### I/O pins on the die edge

Pins as bars across the die edge, other pins in gray.
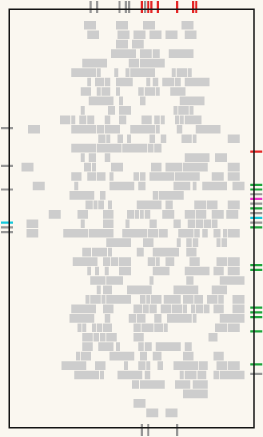
### Where the registers sit

Other sequential cells in the stronger gray, the rest of the logic in the fainter gray.
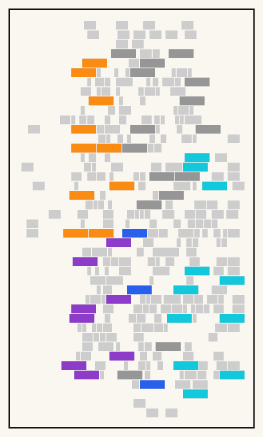
### Routing congestion

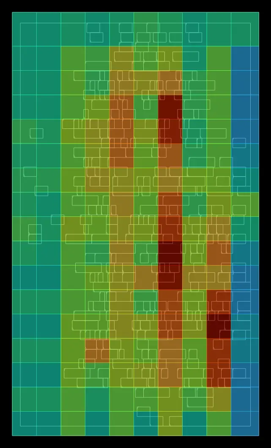
### Metal 3

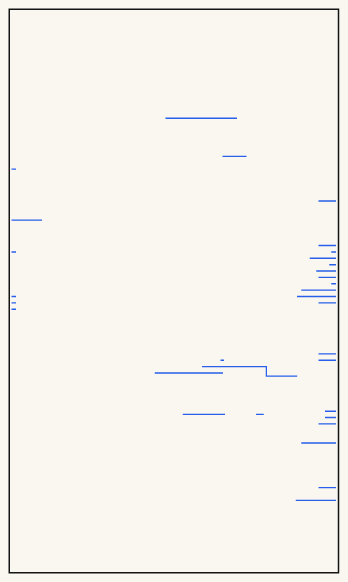
[config.mk]
export PLATFORM = sky130hd
export DESIGN_NAME = aline_acquisition_ctrl_flat
export DESIGN_NICKNAME = d
export VERILOG_FILES = /design/src/rtl/aline_acquisition_ctrl_pkg.sv /design/src/rtl/aline_acquisition_ctrl_if.sv /design/src/rtl/aline_acquisition_ctrl_trig_edge_detect.sv /design/src/rtl/aline_acquisition_ctrl.sv /design/src/flat_wrapper.sv
export SDC_FILE = /design/constraint.sdc
export NUM_CORES = 1
export LEC_CHECK = 0
export CORE_AREA = 2 2 68 118
export CTS_BUF_LIST = sky130_fd_sc_hd__clkbuf_4 sky130_fd_sc_hd__clkbuf_8
export DETAILED_ROUTE_END_ITERATION = 6
export DIE_AREA = 0 0 70 120
export RECOVER_POWER = 50
export SETUP_SLACK_MARGIN = 0.4
export SYNTH_ARGS = -nofsm -noshare
export SYNTH_HDL_FRONTEND = slang
export SYNTH_HIERARCHICAL = 1
export SYNTH_SLANG_ARGS = --single-unit
[constraint.sdc]
create_clock -name clock -period 5.5 [get_ports clock]
set_input_delay 0.825 -clock clock [delete_from_list [all_inputs] [get_ports clock]]
set_output_delay 0.825 -clock clock [all_outputs]
set_load 0.05 [all_outputs]
[src/rtl/aline_acquisition_ctrl_pkg.sv]
// Shared definitions for the A-line acquisition controller: FSM encoding,
// field widths and default geometry for one swept-source B-scan.
package aline_acquisition_ctrl_pkg;

  localparam int ADDR_W  = 11;
  localparam int ALINE_W = 10;
  localparam int DLY_W   = 8;
  localparam int MISS_W  = 8;

  localparam int unsigned DEF_NSAMPLES = 1170;
  localparam int unsigned DEF_NALINES  = 512;
  localparam int unsigned DEF_TRIG_DLY = 0;

  typedef logic [2:0] state_t;

  localparam state_t ST_IDLE    = 3'd0;
  localparam state_t ST_ARMED   = 3'd1;
  localparam state_t ST_DELAY   = 3'd2;
  localparam state_t ST_CAPTURE = 3'd3;
  localparam state_t ST_CLOSE   = 3'd4;

endpackage

[src/rtl/aline_acquisition_ctrl_if.sv]
// Run-control, trigger, buffer-write and readout-handshake signals of the
// acquisition controller; master is the controller, slave is the host side.
interface aline_acquisition_ctrl_if;
  import aline_acquisition_ctrl_pkg::*;

  logic               enable;
  logic               sweep_trig;
  logic [1:0]         rd_release;
  logic [ADDR_W-1:0]  wr_addr;
  logic               wr_en;
  logic               wr_bank;
  logic [ALINE_W-1:0] aline_idx;
  logic               aline_done;
  logic [1:0]         bank_ready;
  logic               overrun;
  logic [MISS_W-1:0]  trig_missed;

  modport master (
    input  enable,
    input  sweep_trig,
    input  rd_release,
    output wr_addr,
    output wr_en,
    output wr_bank,
    output aline_idx,
    output aline_done,
    output bank_ready,
    output overrun,
    output trig_missed
  );

  modport slave (
    output enable,
    output sweep_trig,
    output rd_release,
    input  wr_addr,
    input  wr_en,
    input  wr_bank,
    input  aline_idx,
    input  aline_done,
    input  bank_ready,
    input  overrun,
    input  trig_missed
  );

endinterface

[src/rtl/aline_acquisition_ctrl_trig_edge_detect.sv]
// Rising-edge detector for a trigger level already synchronous to clock;
// the edge is combinational on the current level against the registered one.
module aline_acquisition_ctrl_trig_edge_detect (
  input  logic clock,
  input  logic sclr,
  input  logic trig_in,
  output logic trig_edge
);

  logic prev_q;
  logic prev_d;

  always_comb begin
    prev_d    = trig_in;
    trig_edge = trig_in & ~prev_q;
  end

  always_ff @(posedge clock) begin
    if (sclr) begin
      prev_q <= 1'b0;
    end else begin
      prev_q <= prev_d;
    end
  end

endmodule

[src/rtl/aline_acquisition_ctrl.sv]
// Per-sweep capture sequencer: writes NSAMPLES addresses per A-line into a
// ping-pong B-scan buffer and hands full banks to readout.
module aline_acquisition_ctrl
  import aline_acquisition_ctrl_pkg::*;
#(
  parameter int unsigned NSAMPLES = DEF_NSAMPLES,
  parameter int unsigned NALINES  = DEF_NALINES,
  parameter int unsigned TRIG_DLY = DEF_TRIG_DLY
) (
  input  logic                    clock,
  input  logic                    sclr,
  aline_acquisition_ctrl_if.master bus
);

  localparam logic [ADDR_W-1:0]  LAST_ADDR  = ADDR_W'(NSAMPLES - 1);
  localparam logic [ALINE_W-1:0] LAST_ALINE = ALINE_W'(NALINES - 1);
  localparam logic [DLY_W-1:0]   DLY_LOAD   = DLY_W'(TRIG_DLY - 1);

  function automatic logic [MISS_W-1:0] sat_inc(input logic [MISS_W-1:0] v);
    return (v == '1) ? v : v + 1'b1;
  endfunction

  logic trig_edge;

  aline_acquisition_ctrl_trig_edge_detect u_trig_edge (
    .clock     (clock),
    .sclr      (sclr),
    .trig_in   (bus.sweep_trig),
    .trig_edge (trig_edge)
  );

  state_t             state_q,       state_d;
  logic [DLY_W-1:0]   dly_cnt_q,     dly_cnt_d;
  logic [ADDR_W-1:0]  wr_addr_q,     wr_addr_d;
  logic               wr_en_q,       wr_en_d;
  logic               wr_bank_q,     wr_bank_d;
  logic [ALINE_W-1:0] aline_idx_q,   aline_idx_d;
  logic               aline_done_q,  aline_done_d;
  logic [1:0]         bank_ready_q,  bank_ready_d;
  logic               overrun_q,     overrun_d;
  logic [MISS_W-1:0]  trig_missed_q, trig_missed_d;

  always_comb begin
    state_d       = state_q;
    dly_cnt_d     = dly_cnt_q;
    wr_addr_d     = wr_addr_q;
    wr_en_d       = wr_en_q;
    wr_bank_d     = wr_bank_q;
    aline_idx_d   = aline_idx_q;
    aline_done_d  = 1'b0;
    overrun_d     = overrun_q;
    trig_missed_d = trig_missed_q;
    // Releases always apply; a bank being closed this cycle is OR-ed in below.
    bank_ready_d  = bank_ready_q & ~bus.rd_release;

    // Any edge outside ARMED/IDLE cannot start an A-line and is only counted.
    if (trig_edge && (state_q == ST_DELAY || state_q == ST_CAPTURE ||
                      state_q == ST_CLOSE)) begin
      trig_missed_d = sat_inc(trig_missed_q);
    end

    case (state_q)
      ST_IDLE: begin
        if (bus.enable) begin
          state_d = ST_ARMED;
        end
      end

      ST_ARMED: begin
        if (!bus.enable) begin
          state_d = ST_IDLE;
        end else if (trig_edge) begin
          if (bank_ready_q[wr_bank_q]) begin
            overrun_d = 1'b1;
          end else if (TRIG_DLY != 0) begin
            state_d   = ST_DELAY;
            dly_cnt_d = DLY_LOAD;
          end else begin
            state_d   = ST_CAPTURE;
            wr_en_d   = 1'b1;
            wr_addr_d = '0;
          end
        end
      end

      ST_DELAY: begin
        if (dly_cnt_q == '0) begin
          state_d   = ST_CAPTURE;
          wr_en_d   = 1'b1;
          wr_addr_d = '0;
        end else begin
          dly_cnt_d = dly_cnt_q - 1'b1;
        end
      end

      ST_CAPTURE: begin
        if (wr_addr_q == LAST_ADDR) begin
          // Bookkeeping lands together with aline_done in the CLOSE cycle.
          state_d      = ST_CLOSE;
          wr_en_d      = 1'b0;
          wr_addr_d    = '0;
          aline_done_d = 1'b1;
          if (aline_idx_q == LAST_ALINE) begin
            aline_idx_d             = '0;
            bank_ready_d[wr_bank_q] = 1'b1;
            wr_bank_d               = ~wr_bank_q;
          end else begin
            aline_idx_d = aline_idx_q + 1'b1;
          end
        end else begin
          wr_addr_d = wr_addr_q + 1'b1;
        end
      end

      ST_CLOSE: begin
        state_d = bus.enable ? ST_ARMED : ST_IDLE;
      end

      default: begin
        state_d = ST_IDLE;
        wr_en_d = 1'b0;
      end
    endcase
  end

  always_ff @(posedge clock) begin
    if (sclr) begin
      state_q       <= ST_IDLE;
      dly_cnt_q     <= '0;
      wr_addr_q     <= '0;
      wr_en_q       <= 1'b0;
      wr_bank_q     <= 1'b0;
      aline_idx_q   <= '0;
      aline_done_q  <= 1'b0;
      bank_ready_q  <= '0;
      overrun_q     <= 1'b0;
      trig_missed_q <= '0;
    end else begin
      state_q       <= state_d;
      dly_cnt_q     <= dly_cnt_d;
      wr_addr_q     <= wr_addr_d;
      wr_en_q       <= wr_en_d;
      wr_bank_q     <= wr_bank_d;
      aline_idx_q   <= aline_idx_d;
      aline_done_q  <= aline_done_d;
      bank_ready_q  <= bank_ready_d;
      overrun_q     <= overrun_d;
      trig_missed_q <= trig_missed_d;
    end
  end

  assign bus.wr_addr     = wr_addr_q;
  assign bus.wr_en       = wr_en_q;
  assign bus.wr_bank     = wr_bank_q;
  assign bus.aline_idx   = aline_idx_q;
  assign bus.aline_done  = aline_done_q;
  assign bus.bank_ready  = bank_ready_q;
  assign bus.overrun     = overrun_q;
  assign bus.trig_missed = trig_missed_q;

endmodule

[src/flat_wrapper.sv]
// flat-port wrapper written by rule: the top's interface ports become plain ports
module aline_acquisition_ctrl_flat import aline_acquisition_ctrl_pkg::*;
#(
  parameter int unsigned NSAMPLES = DEF_NSAMPLES,
  parameter int unsigned NALINES  = DEF_NALINES,
  parameter int unsigned TRIG_DLY = DEF_TRIG_DLY
)
  (clock, sclr, bus_enable, bus_sweep_trig, bus_rd_release, bus_wr_addr, bus_wr_en, bus_wr_bank, bus_aline_idx, bus_aline_done, bus_bank_ready, bus_overrun, bus_trig_missed);
  aline_acquisition_ctrl_if bus_i ();
  input  logic clock;
  input  logic sclr;
  input wire logic [$bits(bus_i.enable)-1:0] bus_enable;
  input wire logic [$bits(bus_i.sweep_trig)-1:0] bus_sweep_trig;
  input wire logic [$bits(bus_i.rd_release)-1:0] bus_rd_release;
  output wire logic [$bits(bus_i.wr_addr)-1:0] bus_wr_addr;
  output wire logic [$bits(bus_i.wr_en)-1:0] bus_wr_en;
  output wire logic [$bits(bus_i.wr_bank)-1:0] bus_wr_bank;
  output wire logic [$bits(bus_i.aline_idx)-1:0] bus_aline_idx;
  output wire logic [$bits(bus_i.aline_done)-1:0] bus_aline_done;
  output wire logic [$bits(bus_i.bank_ready)-1:0] bus_bank_ready;
  output wire logic [$bits(bus_i.overrun)-1:0] bus_overrun;
  output wire logic [$bits(bus_i.trig_missed)-1:0] bus_trig_missed;
  assign bus_i.enable = bus_enable;
  assign bus_i.sweep_trig = bus_sweep_trig;
  assign bus_i.rd_release = bus_rd_release;
  assign bus_wr_addr = bus_i.wr_addr;
  assign bus_wr_en = bus_i.wr_en;
  assign bus_wr_bank = bus_i.wr_bank;
  assign bus_aline_idx = bus_i.aline_idx;
  assign bus_aline_done = bus_i.aline_done;
  assign bus_bank_ready = bus_i.bank_ready;
  assign bus_overrun = bus_i.overrun;
  assign bus_trig_missed = bus_i.trig_missed;
  aline_acquisition_ctrl #(.NSAMPLES(NSAMPLES), .NALINES(NALINES), .TRIG_DLY(TRIG_DLY)) u_core (.clock(clock), .sclr(sclr), .bus(bus_i));
endmodule
==> Changelog: implementation <==
### Changed

* Status: finished, violations left
* Violated checks: capacitance limit, slew limit
* Cell taking the most area after synthesis: dfxtp_1
* Rel. slew slack at -24.40%
* Net Sw Frac at 23.83%
* Crit Reg-Reg Startpoint: u_core/bus.wr_addr[0]
* Top cells by count: dfxtp_1, nor2_1, nand3_1, xor2_1, nand2_1
* Signal inverters at 8
* Min Clock Period, post-route at 3.466 ns
* Core ar. at 7462 um^2
* Multi-input gate count at 197
* Power share of the sequential group at between 50% and 60%
* Global route overflow at 0
* Mux frac, synth at 2.161%
* DRC violations left at 0
* WP depth at 5
* CP startpoint: sclr
* Fin. Hold Viols at 0
* Drt first-iter violations at 101
* Period utilisation layout at 63.01%
* Worst-path fanout max at around 40
* Comb power at 0.0437 mW
* Fp util at 31.04%
* Comb area share at between 40% and 50%
* Tap cells at ~88
* Share of layout cells above drive strength 1 at 6.020%
* Sequential cell area share at about a third
* Post-DP Area at approximately 2800 um^2
* Maxcap violations at 1
* Post-DP HPWL at 3.971 mm
* Critical Path RT at 5.69 ns
* Max-area cell share at slightly above 40%
* Pre-Repair DR Iteration Count at 4
* Final cell count without fillers at 387
* ClkCell Share at under 10%
* Final hold slack at 0.4868 ns
* Final Cell Area at roughly 2900 um^2
* Reg2reg end: u_core/bus.aline_idx[1]
* I/O pin total at 41
* Reg clk slew, reported paths at 0.08 ns
* Yosys xor share at 7.942%
* P_seq at between 0.3 and 0.4 mW
* Worst reg2reg setup slack at around 3.3 ns
* Pint at 0.4505 mW
* Crit path kind: in -> reg
* Placer congestion estimate at 0.7861
* Post-CTS Resized at 0
* Worst Slack Setup Final at 2.034 ns
* Fill count at between 700 and 800
* F_max at 0.2885 GHz
* Syn Inst Count at 263
* Top logic family: simple AND/OR/NAND/NOR gates
* Row count at 42
* Gate power share at between 7 and 8%
* Routed Antenna Nets at 0
* Syn-to-layout area delta at 23.34%
* Clock buffer count from CTS at 5
* Largest net degree at the start of global routing at about 40
* Mapped Area at 2316 um^2
* Antenna diodes at 0
* Worst skew pair latency at 0.30 ns
* Global-route wire length before repair at 9.011 mm
* YS chip area at 2316 um^2
* Gate Area at 1295 um^2
* Cell Chain, Critical Path: dlygate4sd3_1, clkbuf_1, nor2b_1, and3_1, a211o_1
* Htree depth at 2
* Hold path cells at 2
* Die Ht at 120 um
* CP delay by family, top: buffers and inverters
* DIE WIDTH at 70 um
* Total clock sinks at roughly 47
* Place WS at 2.843 ns
* RSZ-0062 raised after global routing: false
* Critical Path Sink: u_core/bus.wr_addr[6]
* Most frequent cells in the layout: dfxtp_1, nor2_1, clkdlybuf4s50_1, nand3_1, xor2_1
* Number of OpenROAD warnings at 28
* Compound Share, Synth at 13.94%
* Signal buffers share of area at 14.15%
* Count of flip-flops and latches at 47
* Dominant class by area: logic gates
* Final Max Tran Viols at 41
Back to the opening pictures, 'I/O pins on the die edge':
- bus_wr_addr: green (pins 11; direction output; edge right)
- sclr: magenta (pins 1; direction input; edge right)
- bus_rd_release: cyan (pins 2; direction input; edge 1 right, 1 left)
- bus_trig_missed: red (pins 8; direction output; edge 7 top, 1 right)
- all pins by edge: 19 right, 13 top, 6 left, 3 bottom

Back to the opening pictures, 'Where the registers sit':
- u_core/dly_cnt_q: purple (placed flops 8)
- u_core/bus.wr_addr: cyan (placed flops 11)
- u_core/bus.aline_idx: orange (placed flops 10)
- u_core/state_q: blue (placed flops 3)
- not colored: 15

Back to the opening pictures, 'Routing congestion':
GR Layer Usage met2: 23.99%
WL/cell: 13.98 um
Util after Layout: 38.28%
met1 GRT Util: 15.27%

Back to the opening pictures, 'Metal 3':
- nets with wire on the layer: 28
- share of all routed wire: 2.8%
- longest straight run: 14.9 um
- main direction: horizontal
GRT met3 Usage: 2.351%
via count: 1998
WL final: 5.410 mm

-- layer usage --
| layer | track usage [%] | routed length, um | vias up |
|---|---|---|---|
| met3 | 2.351 | 150 | 6 |
| met1 | 15.27 | 2351 | 955 |
| li1 | - | - | 1003 |
| met5 | 0 | 0 | - |
| met2 | 23.99 | 2830 | 34 |
| met4 | 4.688 | 78 | 0 |
-- sequential cells by signal, summed over array words and instances (netlist names) --
register / flops
u_core/bus.aline_done: 1
u_core/bus.aline_idx: 10
u_core/bus.bank_ready: 2
u_core/bus.overrun: 1
u_core/bus.trig_missed: 8
u_core/bus.wr_addr: 11
u_core/bus.wr_bank: 1
u_core/bus.wr_en: 1
u_core/dly_cnt_q: 8
u_core/state_q: 3
u_core/u_trig_edge/prev_q: 1
Power is estimated from default activity; no workload was simulated.
